[config.mk]
export PLATFORM = sky130hd
export DESIGN_NAME = maxmin_parity_unit
export DESIGN_NICKNAME = d
export VERILOG_FILES = /design/src/rtl/maxmin_pkg.sv /design/src/rtl/maxmin_parity_unit_popcount.sv /design/src/rtl/maxmin_parity_unit.sv
export SDC_FILE = /design/constraint.sdc
export NUM_CORES = 1
export LEC_CHECK = 0
export CAP_MARGIN = 20
export CELL_PAD_IN_SITES_DETAIL_PLACEMENT = 1
export CELL_PAD_IN_SITES_GLOBAL_PLACEMENT = 1
export CORE_ASPECT_RATIO = 0.6
export CORE_MARGIN = 3
export CORE_UTILIZATION = 34
export CTS_CLUSTER_SIZE = 20
export DETAILED_ROUTE_END_ITERATION = 12
export PLACE_DENSITY_LB_ADDON = 0.3
export SYNTH_ARGS = -nofsm -noshare
export SYNTH_HDL_FRONTEND = slang
export SYNTH_SLANG_ARGS = --single-unit
[constraint.sdc]
create_clock -name clk -period 2.5 [get_ports clk]
set_clock_uncertainty 0.05 [all_clocks]
set_input_delay 0.625 -clock clk [delete_from_list [all_inputs] [get_ports clk]]
set_output_delay 0.625 -clock clk [all_outputs]
set_load 0.02 [all_outputs]
[src/rtl/maxmin_pkg.sv]
// Shared types and helpers for the max/min parity reduction unit.
package maxmin_pkg;

    typedef enum logic [1:0] {
        IDLE    = 2'd0,
        COLLECT = 2'd1,
        PARITY  = 2'd2,
        DONE    = 2'd3
    } state_e;

    localparam logic MODE_MAX = 1'b0;
    localparam logic MODE_MIN = 1'b1;

    function automatic int clog2(input int value);
        int r;
        r = 0;
        while ((1 << r) < value) begin
            r++;
        end
        return r;
    endfunction

endpackage

[src/rtl/maxmin_parity_unit_popcount.sv]
// Serial LSB-first popcount: bit 0 is counted on the load edge, the
// remaining WIDTH-1 bits on the following shift-enabled edges.
module serial_popcount
    import maxmin_pkg::*;
#(
    parameter int WIDTH = 5
) (
    input  logic                            clk,
    input  logic                            rst,
    input  logic                            load,
    input  logic [WIDTH-1:0]                data,
    input  logic                            shift_en,
    output logic [clog2(WIDTH+1)-1:0]       count,
    output logic                            done
);

    localparam int PC_W = clog2(WIDTH + 1);

    logic [WIDTH-1:0] sh_q, sh_d;
    logic [PC_W-1:0]  count_q, count_d;
    logic [PC_W-1:0]  bits_q, bits_d;

    always_comb begin
        sh_d    = sh_q;
        count_d = count_q;
        bits_d  = bits_q;
        if (load) begin
            sh_d    = data >> 1;
            count_d = PC_W'(data[0]);
            bits_d  = PC_W'(WIDTH - 1);
        end else if (shift_en && bits_q != '0) begin
            sh_d    = sh_q >> 1;
            count_d = count_q + PC_W'(sh_q[0]);
            bits_d  = bits_q - PC_W'(1);
        end
    end

    always_ff @(posedge clk or posedge rst) begin
        if (rst) begin
            sh_q    <= '0;
            count_q <= '0;
            bits_q  <= '0;
        end else begin
            sh_q    <= sh_d;
            count_q <= count_d;
            bits_q  <= bits_d;
        end
    end

    assign count = count_q;
    assign done  = (bits_q == '0);

endmodule

[src/rtl/maxmin_parity_unit.sv]
// Multi-cycle max/min reduction over a burst of NUM_OPS operands with an
// even-parity flag of the winner. Define MAXMIN_FAST_PARITY_EN for XOR parity.
module maxmin_parity_unit
    import maxmin_pkg::*;
#(
    parameter int WIDTH     = 5,
    parameter int NUM_OPS   = 4,
    parameter int OUT_WIDTH = 32
) (
    input  logic                          clk,
    input  logic                          rst,
    input  logic                          start,
    input  logic                          mode_min,
    input  logic                          signed_mode,
    input  logic                          op_valid,
    input  logic [WIDTH-1:0]              op_data,
    output logic                          op_ready,
    output logic                          busy,
    output logic                          result_valid,
    output logic [OUT_WIDTH-1:0]          output_result,
    output logic                          balance,
    output logic [clog2(NUM_OPS)-1:0]     win_index
);

    localparam int IDX_W = clog2(NUM_OPS);

    state_e                 state_q, state_d;
    logic                   mode_min_q, mode_min_d;
    logic                   signed_mode_q, signed_mode_d;
    logic [IDX_W-1:0]       count_q, count_d;
    logic [WIDTH-1:0]       best_q, best_d;
    logic [IDX_W-1:0]       best_idx_q, best_idx_d;
    logic                   op_ready_q, op_ready_d;
    logic                   busy_q, busy_d;
    logic                   result_valid_q, result_valid_d;
    logic [OUT_WIDTH-1:0]   output_result_q, output_result_d;
    logic                   balance_q, balance_d;
    logic [IDX_W-1:0]       win_index_q, win_index_d;

`ifdef MAXMIN_FAST_PARITY_EN
    logic                   parity_q, parity_d;
`else
    localparam int PC_W = clog2(WIDTH + 1);
    logic                   pc_load;
    logic                   pc_shift;
    logic                   pc_done;
    logic [PC_W-1:0]        pc_count;

    assign pc_shift = (state_q == PARITY);

    serial_popcount #(
        .WIDTH (WIDTH)
    ) u_popcount (
        .clk      (clk),
        .rst      (rst),
        .load     (pc_load),
        .data     (best_d),
        .shift_en (pc_shift),
        .count    (pc_count),
        .done     (pc_done)
    );
`endif

    // Strict improvement only, so ties keep the earliest operand.
    function automatic logic improves(input logic [WIDTH-1:0] cand,
                                      input logic [WIDTH-1:0] best,
                                      input logic             min_sel,
                                      input logic             sgn);
        logic gt, lt;
        if (sgn) begin
            gt = $signed(cand) > $signed(best);
            lt = $signed(cand) < $signed(best);
        end else begin
            gt = cand > best;
            lt = cand < best;
        end
        return (min_sel == MODE_MIN) ? lt : gt;
    endfunction

    always_comb begin
        state_d         = state_q;
        mode_min_d      = mode_min_q;
        signed_mode_d   = signed_mode_q;
        count_d         = count_q;
        best_d          = best_q;
        best_idx_d      = best_idx_q;
        op_ready_d      = op_ready_q;
        busy_d          = busy_q;
        result_valid_d  = 1'b0;
        output_result_d = output_result_q;
        balance_d       = balance_q;
        win_index_d     = win_index_q;
`ifdef MAXMIN_FAST_PARITY_EN
        parity_d        = parity_q;
`else
        pc_load         = 1'b0;
`endif

        case (state_q)
            IDLE: begin
                if (start) begin
                    mode_min_d    = mode_min;
                    signed_mode_d = signed_mode;
                    count_d       = '0;
                    op_ready_d    = 1'b1;
                    busy_d        = 1'b1;
                    state_d       = COLLECT;
                end
            end
            COLLECT: begin
                if (op_valid && op_ready_q) begin
                    if (count_q == '0 ||
                        improves(op_data, best_q, mode_min_q, signed_mode_q)) begin
                        best_d     = op_data;
                        best_idx_d = count_q;
                    end
`ifdef MAXMIN_FAST_PARITY_EN
                    parity_d = ~^best_d;
`endif
                    count_d = count_q + IDX_W'(1);
                    if (count_q == IDX_W'(NUM_OPS - 1)) begin
                        op_ready_d = 1'b0;
`ifdef MAXMIN_FAST_PARITY_EN
                        state_d    = DONE;
`else
                        pc_load    = 1'b1;
                        state_d    = PARITY;
`endif
                    end
                end
            end
            PARITY: begin
`ifdef MAXMIN_FAST_PARITY_EN
                state_d = DONE;
`else
                if (pc_done) begin
                    state_d = DONE;
                end
`endif
            end
            DONE: begin
                // Result registers load on the way out, so the pulse lines up with them.
                output_result_d = {OUT_WIDTH{signed_mode_q & best_q[WIDTH-1]}};
                output_result_d[WIDTH-1:0] = best_q;
`ifdef MAXMIN_FAST_PARITY_EN
                balance_d = parity_q;
`else
                balance_d = ~pc_count[0];
`endif
                win_index_d    = best_idx_q;
                result_valid_d = 1'b1;
                busy_d         = 1'b0;
                state_d        = IDLE;
            end
            default: begin
                state_d = IDLE;
            end
        endcase
    end

    always_ff @(posedge clk or posedge rst) begin
        if (rst) begin
            state_q         <= IDLE;
            mode_min_q      <= 1'b0;
            signed_mode_q   <= 1'b0;
            count_q         <= '0;
            best_q          <= '0;
            best_idx_q      <= '0;
            op_ready_q      <= 1'b0;
            busy_q          <= 1'b0;
            result_valid_q  <= 1'b0;
            output_result_q <= '0;
            balance_q       <= 1'b0;
            win_index_q     <= '0;
`ifdef MAXMIN_FAST_PARITY_EN
            parity_q        <= 1'b0;
`endif
        end else begin
            state_q         <= state_d;
            mode_min_q      <= mode_min_d;
            signed_mode_q   <= signed_mode_d;
            count_q         <= count_d;
            best_q          <= best_d;
            best_idx_q      <= best_idx_d;
            op_ready_q      <= op_ready_d;
            busy_q          <= busy_d;
            result_valid_q  <= result_valid_d;
            output_result_q <= output_result_d;
            balance_q       <= balance_d;
            win_index_q     <= win_index_d;
`ifdef MAXMIN_FAST_PARITY_EN
            parity_q        <= parity_d;
`endif
        end
    end

    assign op_ready      = op_ready_q;
    assign busy          = busy_q;
    assign result_valid  = result_valid_q;
    assign output_result = output_result_q;
    assign balance       = balance_q;
    assign win_index     = win_index_q;

endmodule
### Clock nets, run 1

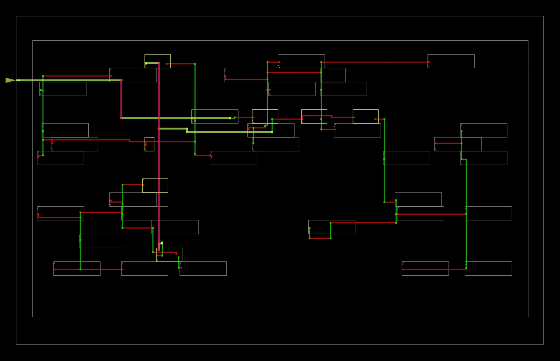
Sink Count: 33
registers: 33
clock insertion delay at the later pin of the skew report: 0.28 ns
clock group total power: 446 uW
count of clock-net buffers in the final layout: 7

### Close-up of the layout, run 1

Scale bar: 5 um. Region (42, 35) to (62, 55) um. Cells in gray, sequential cells in the stronger gray; small squares are vias.
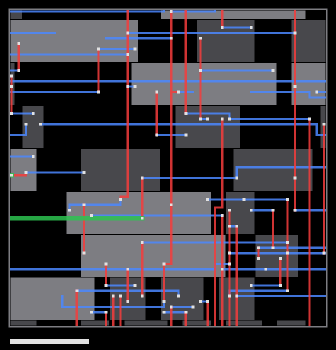
Red is met2. Green is met3. Blue is met1.
15 logic cells have their middle in the window. Sequential cells in the window: 5. Most frequent: dfrtp_1 (5), clkbuf_8 (2). Netlist names of flops here include u_popcount.sh_q (2).

### Gate-type map, run 1

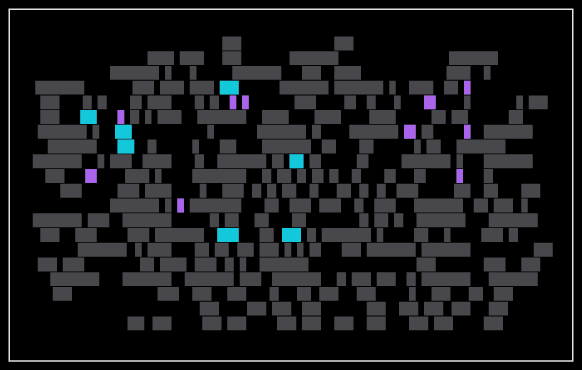
Purple is NOR gates, cells 10, most used nor2_1. Cyan is AND-OR and OR-AND gates, cells 7, most used a22o_1.

==> results.txt, run 1 <==
Flow results are below.

- The flow ran to the end, and the final reports show no timing, DRC or antenna violations.
- The path length in cells of the critical path is 7, for reference.
- The leading area contributor after synthesis is dfrtp_1, for reference.
- The sum of routed wire segments on met1 is 2600 um, for reference.
- In this run the cell area of the synthesized design comes to 0.00195 sq mm.
- In this run, power in flip-flops and latches comes to 944 uW.
- Measured against its own limit, the worst slew margin works out to 0.586.
- The quantity of hold-fixing buffers added after cts is 0, for reference.
- In the global route stage, met1 resource usage came out at 0.228.
- The capture instance of the worst register-to-register path is best_idx_q[0]$_DFFE_PP0P_, for reference.
- The final critical-path setup slack is 0.113 ns, for reference.
- Buffers added to address setup during post-CTS repair amount to 1.
- The starting utilization of the core area is 0.367, for reference.
- The count of inserted tapcells is 77, for reference.
- The sequential share of power is 0.288, for reference.
- The cell at the slowest stage of the critical path is a2111oi_4, for reference.
- Counting the warning lines in the Yosys log gives 0.
- The sequential standard cell area is 826 sq um, for reference.
- The clock tree synthesis step divided the H-tree into 2 levels.
- The fraction of the mapped netlist area in simple logic gates is 0.0911, for reference.
- The slew of the pin with the lowest slew margin is 0.622 ns, for reference.
- The cell group occupying the most layout area is logic gates, for reference.
- The maximum single-stage delay on the critical path is between 0.3 and 0.4 ns, for reference.
- The design draws 3.28 mW.
- The number of flip-flops and latches in the synthesized netlist is 33, for reference.
- The launch instance of the worst min-delay path is u_popcount.count[0]$_DFFE_PP0P_, for reference.
- The HPWL after detailed placement is 3570 um.
- The number of cells on the worst hold path is listed as 1.
- The post-route fraction of the period consumed by the critical path is 0.955, for reference.
- The remaining design rule violation count is 0, for reference.
- The number of antenna violations at the first check in global routing is 0.
- The xor/xnor cell area share of the yosys netlist is 0.00899, for reference.
- The number of vias per cell after detailed routing is about 4.6, for reference.
- The summed standard-cell area reported by yosys is approximately 0.0019 sq mm, for reference.
- The share of flip-flops with an asynchronous set or reset after synthesis is 1.00, for reference.
- The power density of the placed cells is 1270 mW/mm^2, for reference.
- The worst setup path is of the in2reg kind.
- The total clock buffers created by CTS is 5, for reference.
- The average size of a mapped cell is roughly 11 sq um, for reference.
- By instance count after routing, the leading logic cell types are clkdlybuf4s50_1, dfrtp_1, buf_4.
- The synthesized netlist was found by Yosys to have 185 cells.
- The signed area change from the synthesized netlist to the final layout is 33.0%, for reference.
- The fmax is ~420 MHz, for reference.
- The highest net fanout along the worst path is 7, for reference.
- According to the timing report, the critical path is launched from op_data[3].
- The number of enable flip-flop cells is 0, for reference.
- The TritonCTS clock tree is built, for reference.
### Wiring heat map, run 1

The die is cut into 21 by 13 equal tiles; white is low, dark blue is high, scaled to the fullest tile. Values are wire area over tile area, all layers added.
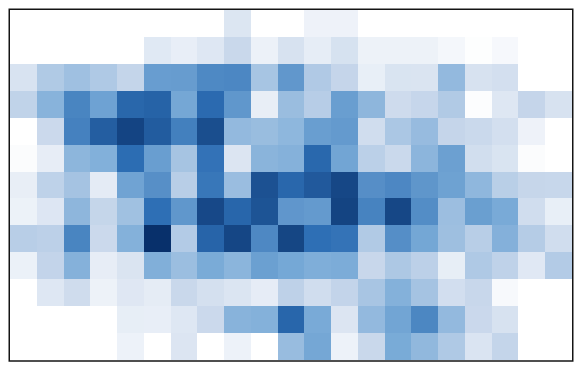

--- run 2 (diff from run 1) ---
--- a/config.mk
+++ b/config.mk
@@ -5,10 +5,9 @@
 export SDC_FILE = /design/constraint.sdc
 export NUM_CORES = 1
 export LEC_CHECK = 0
-export CAP_MARGIN = 20
 export CELL_PAD_IN_SITES_DETAIL_PLACEMENT = 1
 export CELL_PAD_IN_SITES_GLOBAL_PLACEMENT = 1
-export CORE_ASPECT_RATIO = 0.6
+export CORE_ASPECT_RATIO = 0.8
 export CORE_MARGIN = 3
 export CORE_UTILIZATION = 34
 export CTS_CLUSTER_SIZE = 20
### Wiring heat map, run 2

The die is cut into 18 by 15 equal tiles; white is low, dark blue is high, scaled to the fullest tile. Values are wire area over tile area, all layers added.
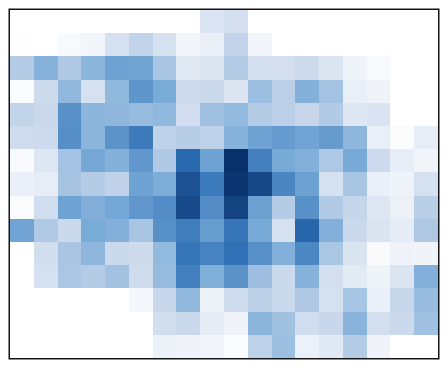
The mean over all tiles is 0.11. The emptiest ninth of the die: top right. The fullest tile reaches 0.40.

==> run 2 against run 1 <==
Critical path depth up 1. First-iteration DRC count up 10%. Sequential share of layout area up 0.11 points. Sequential power down 0.4%. Routed wire length up 1.1%. Clock power down 7.8%. Setup slack worse by 0.0042 ns. Register-to-register slack about the same. Die area down 0.36%. Critical path type unchanged. Largest cell class unchanged. Largest power group unchanged. Highest routed layer unchanged.
==> results.txt, run 2 <==
Flow results are below.

- The starting utilization of the core area is 0.355 (-0.0127), for reference.
- The headroom to the max-slew limit is 0.569 (-0.0169), for reference.
- The capture instance of the worst register-to-register path is best_idx_q[0]$_DFFE_PP0P_, for reference.
- The path length in cells of the critical path is 8 (+1), for reference.
- The slew of the pin with the lowest slew margin is 0.647 ns (+0.0254 ns), for reference.
- The number of cells traversed by the worst hold path is 1 (unchanged), for reference.
- The cell total in the yosys stat output is 185 (unchanged), for reference.
- Tracing the worst setup path back leads to its startpoint at op_data[2].
- By instance count after routing, the leading logic cell types are clkdlybuf4s50_1, dfrtp_1, buf_4.
- The met1 usage in global routing came to 0.192 (-0.0353).
- The fmax is 418 MHz (-0.18%), for reference.
- The worst-skew pair later-pin latency is 0.28 ns (about the same), for reference.
- The xor/xnor cell area share of the yosys netlist is 0.00899 (unchanged), for reference.
- The number of antenna violations at the first check in global routing is 0 (unchanged), for reference.
- The cell area after synthesis is 0.00195 sq mm (unchanged), for reference.
- The cell at the slowest stage of the critical path is mux2_2, for reference.
- The buffer count from post-CTS setup fixing came to 2 (+1).
- The remaining design rule violation count is 0 (unchanged), for reference.
- The total overflow left after global routing is 0.
- The sum of routed wire segments on met1 is 2240 um (-14%).
- The number of flip-flops and latches in the synthesized netlist is 33 (unchanged), for reference.
- The final critical-path setup slack is 0.109 ns (-0.00422 ns), for reference.
- The class of the most critical setup path is in2reg, for reference.
- The flow ran to the end, and the final reports show no timing, DRC or antenna violations.
- The power dissipated in the clock network is 411 uW (-7.8%).
- The count of synthesis-stage warnings from yosys is 0 (unchanged), for reference.
- The leading area contributor after synthesis is dfrtp_1, for reference.
- The number of vias per cell after detailed routing is 4.66 (+1.6%), for reference.
- The flow measured a signed area growth from synthesis to layout of 32.5%.
- The power density of the placed cells is 1260 mW/mm^2 (-0.36%).
- The summed standard-cell area reported by yosys is 0.00195 sq mm (unchanged), for reference.
- The sequential standard cell area is 826 sq um (unchanged), for reference.
- The sequential share of power is 0.288 (about the same).
- The power dissipated in sequential cells is 940 uW (-0.4%), for reference.
- The number of enable flip-flop cells was 0 (unchanged).
- The final sequential cell count is 33 (unchanged).
- The count of inserted tapcells is 78 (+1.3%).
- The cell group occupying the most layout area is logic gates, for reference.
- The total power draw is 3.26 mW (-0.69%), for reference.
- The count of clock buffers in the final design came to 7 (unchanged).
- The sum of net half-perimeters after detailed placement is 3350 um (-6.2%), for reference.
### I/O pins on the die edge, run 2

Scale bar: 20 um. Pins as bars across the die edge, other pins in gray.
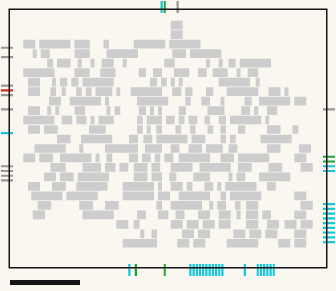
Red is start, pins 1, direction input, edge left. Cyan is output_result, pins 32, direction output, edge 19 bottom, 11 right, 1 left, 1 top. Green is op_data, pins 5, direction input, edge 2 right, 2 bottom, 1 top.
All pins by edge: 21 bottom, 14 right, 11 left, 3 top.

Power is estimated from default activity; no workload was simulated.
